==> config.mk <==
export PLATFORM = sky130hd
export DESIGN_NAME = apple_spawner
export DESIGN_NICKNAME = d
export VERILOG_FILES = /design/src/rtl/apple_spawner.sv
export SDC_FILE = /design/constraint.sdc
export NUM_CORES = 1
export LEC_CHECK = 0
export ABC_AREA = 1
export CORE_MARGIN = 5
export CORE_UTILIZATION = 30
export CTS_BUF_LIST = sky130_fd_sc_hd__clkbuf_4
export CTS_CLUSTER_DIAMETER = 150
export DETAILED_ROUTE_END_ITERATION = 7
export GPL_TIMING_DRIVEN = 0
export SETUP_SLACK_MARGIN = 0.1
export SLEW_MARGIN = 20
export SYNTH_ARGS = -nofsm -noshare
export SYNTH_HDL_FRONTEND = slang
export SYNTH_SLANG_ARGS = --single-unit
==> constraint.sdc <==
create_clock -name clk -period 2 [get_ports clk]
set_clock_uncertainty 0.2 [all_clocks]
set_input_delay 0.4 -clock clk [delete_from_list [all_inputs] [get_ports clk]]
set_output_delay 0.4 -clock clk [all_outputs]
set_load 0.02 [all_outputs]
Figure 1. Selected gate families.
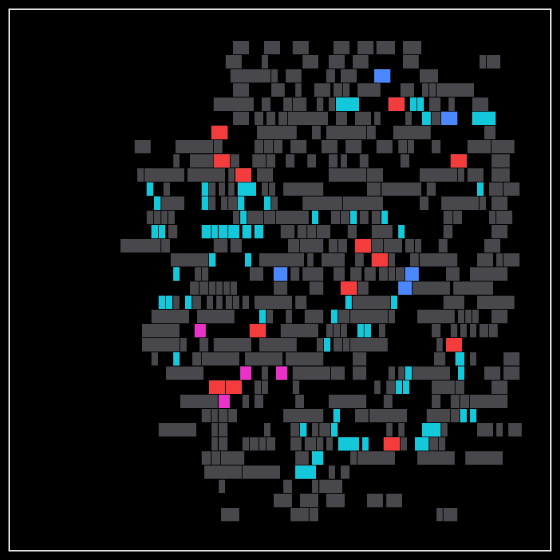
Red stands for XOR/XNOR gates, cells 13. Blue stands for AND-OR and OR-AND gates, cells 5, where right middle. Cyan stands for NOR gates, cells 56. Magenta stands for AND and OR gates, cells 4.
Non-Filler Instances: 523
most numerous logic cell after layout: nand2_1
Comb/total area: 39.73%

Figure 2. Register map, names as in the netlist.
The bar under the picture is 20 um long. Other sequential cells in the stronger grey, the rest of the logic in the fainter grey.
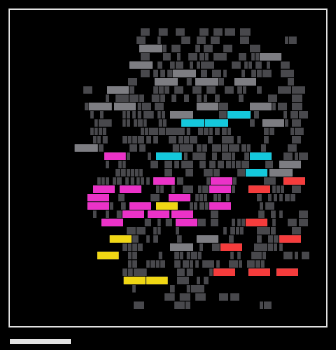
Cyan stands for `query_x`, sequential cells 6. Red stands for `apples_eaten`, sequential cells 8, where bottom right. Yellow stands for `tries`, sequential cells 5, where bottom middle. Magenta stands for `lfsr`, sequential cells 16.
Another 19 sequential cells are not coloured.
FF+latch area: 1101 sq um
sequential group power: 1270 uW
fin util: 39.16%
flop share of the area: 32.56%

Figure 3. Track usage over the die.
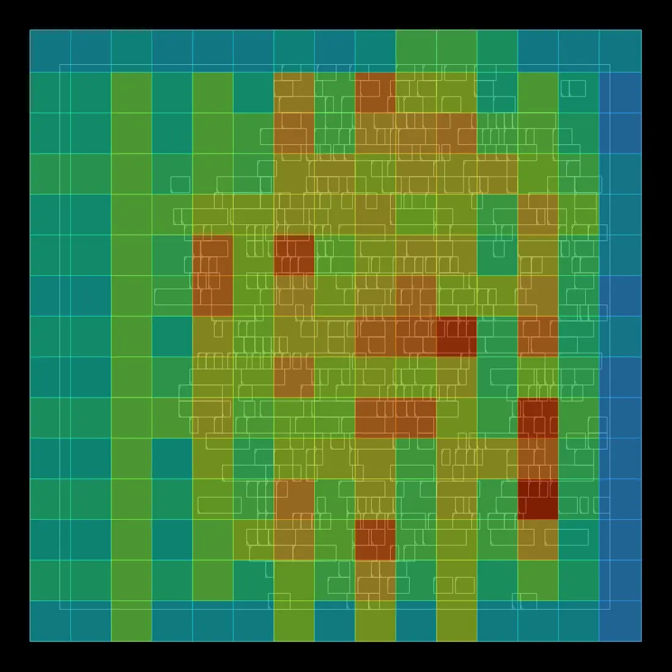
met2 usage: 20.13%
GR peak layer: met2
met3 global-route usage: 3.109%
GRT met1 Usage: 14.02%
Routed WL per cell: 11.95 um

==> results.cfg <==
; implementation run metrics
[status]
status = complete, but fails checks
violations = negative setup slack

[sta]
finalSetupViolCount = 1
worst_slack_ns = -0.1291
fin_crit_ns = 2.129
relSlewSlack_pct = 62.65
timing.fmax_ghz = 0.4697
hold_violations = 0
timing.final.crit_share_pct = 106.5
worst_pin_slew_ns = 0.5603
grt_setup_unrepaired = yes

[clock_tree]
cts_inserted_buffers = 5
hold_buffers = 0
cts_buffer_depth = 2
root_buffer = clkbuf_4
cts_tree = built
clk_pin_slew_ns = 0.17

[floorplanning]
die_x_um = 103.8
io_pins = 62
core_sq_um = 8636
dieArea_sq_um = 10770
rows = 34
fp_util_pct = 30.56
die_h_um = 103.8

[detailed_routing]
num_vias = 2420
wl_um = 6252
via_per_inst = 4.627
drcViolationCount = 0
drt_iter0_drc = 101
ant_nets = 0
drt-pass1-iter-count = 4

[setup_path]
ff2ff_path_depth = 12
cp_max_fo = 2
crit_family = buffers and inverters
critPathBufInv = 3
worstPathArrival_ns = 1.53
critPathKind = in -> out
critPathSlowestCell = clkdlybuf4s50_1
cp_cell_sequence = clkdlybuf4s50_1 > nand2_1 > inv_1 > o22ai_1 > nor3_1 > nand2_1 > nor2_1 > buf_4
slowest_delay_ns = 0.48
rrSetupSlack_ns = 0.23
startpoint_type = input pin
path_depth = 8
cpMostUsedCell = nand2_1

[place]
portBuffers = 50
dpl.hpwl_um = 4731
placed_area_sq_um = 3278
place_ws_ns = -0.6978
dp_cells = 510
gp_congestion = 0.8053

[logic_synthesis]
flop_cell = dfxtp_1
syn_avg_cell_area_sq_um = 7.518
yosysTopAreaCell = dfxtp_1
top_cell = dfxtp_1
synthDominantCellAreaShare_pct = 40.97
synth_seq_share_pct = 40.97
common_cells = 54 x dfxtp_1, 48 x nand2_1, 41 x nor2_1
synth.distinct_cells = 42
ys_area_sq_um = 2639
syn-cell-area_sq_um = 2639
edf_count = 0
synth-cells-yosys = 351
async_flop_share_pct = 0
area_leaders = dfxtp_1 41%, nand2_1 6.8%, nor2_1 5.8%, a21oi_1 5.7%, inv_1 5.1%

[grt]
antenna_found_initial = 0
grt_pass1_wl_um = 10700
grt_pass1_vias = 2328
gr-total-overflow = 0
grt_max_degree = 19
track_usage_pct = 11.65

[power]
static-leakage-power_uw = 0.001543
ir_worst_vdd_mv = 0.2848
power.total_uw = 2457

[run]
tool_warnings = 38
cap_viol_max_count = 0

[min_path]
hold_depth = 2
holdCritPathClass = reg -> reg

[final_layout]
fin_area_sq_um = 3382
layout_top_cells = 46 x nand2_1, 41 x nor2_1, 40 x dfxtp_1
largest_reg_flops = 16
nets = 446
diodes = 0
layout-drive-gt1-share_pct = 19.76
## area by class of cell
class                      count  area, sq um
sequential                    54         1101
fill                         926         5254
tap                          108        135.1
clock buffer                   5        37.54
timing repair buffer          55        490.5
clock inverter                 3        25.02
multi-input combinational    239         1344
buffer                        11        63.81
inverter                      48        185.2
## per-layer routing
layer  wire length (um)  up-vias
li1                   -     1273
met1               2809     1100
met2               3063       41
met3                283        6
met4                 95        0
met5                  0        -
## per-stage QoR
| stage | hold slack, ns | setup TNS (ns) |
|---|---|---|
| after CTS | 0.2189 | -0.1583 |
| after global placement | 0.1911 | -2.384 |
| after floorplan | 0.1883 | 0 |
| final | 0.2179 | -0.1291 |
| after global routing | 0.2330 | -0.2561 |
| after detailed placement | 0.1968 | -1.966 |
## repair_timing
action / 4_1_cts / 5_1_grt
pin swaps: 3 / 6
endpoints found under the setup margin: 37 / 12
setup buffers: 2 / 3
gates resized: 55 / 23
## worst register-to-register path, stage by stage (launching register included)
cell	delay, ns
dfxtp_4	0.39
inv_1	0.05
ha_1	0.19
o21ai_1	0.15
nand3_2	0.10
nand2_4	0.11
nand2_4	0.08
inv_4	0.08
nand2_2	0.06
nand3_4	0.11
nand2_1	0.07
nand2_1	0.05
nor2_1	0.04
## where the power goes
group	internal [uW]	switching [uW]	leakage, uW
sequential	1180	97.6	0.000449
combinational	267	403	0.00106
clock	144	369	0.0000318
total	1590	870	0.00154
## logic make-up after synthesis
kind of cell | synth area share, %
xor+xnor | 4.315
buf+inv | 9.436
flops | 40.97
fa+ha+maj | 2.845
other cells | 0.2846
compound gates | 16.26
simple gates | 25.89
No activity file was given, so power comes from the tool's default toggle rates.
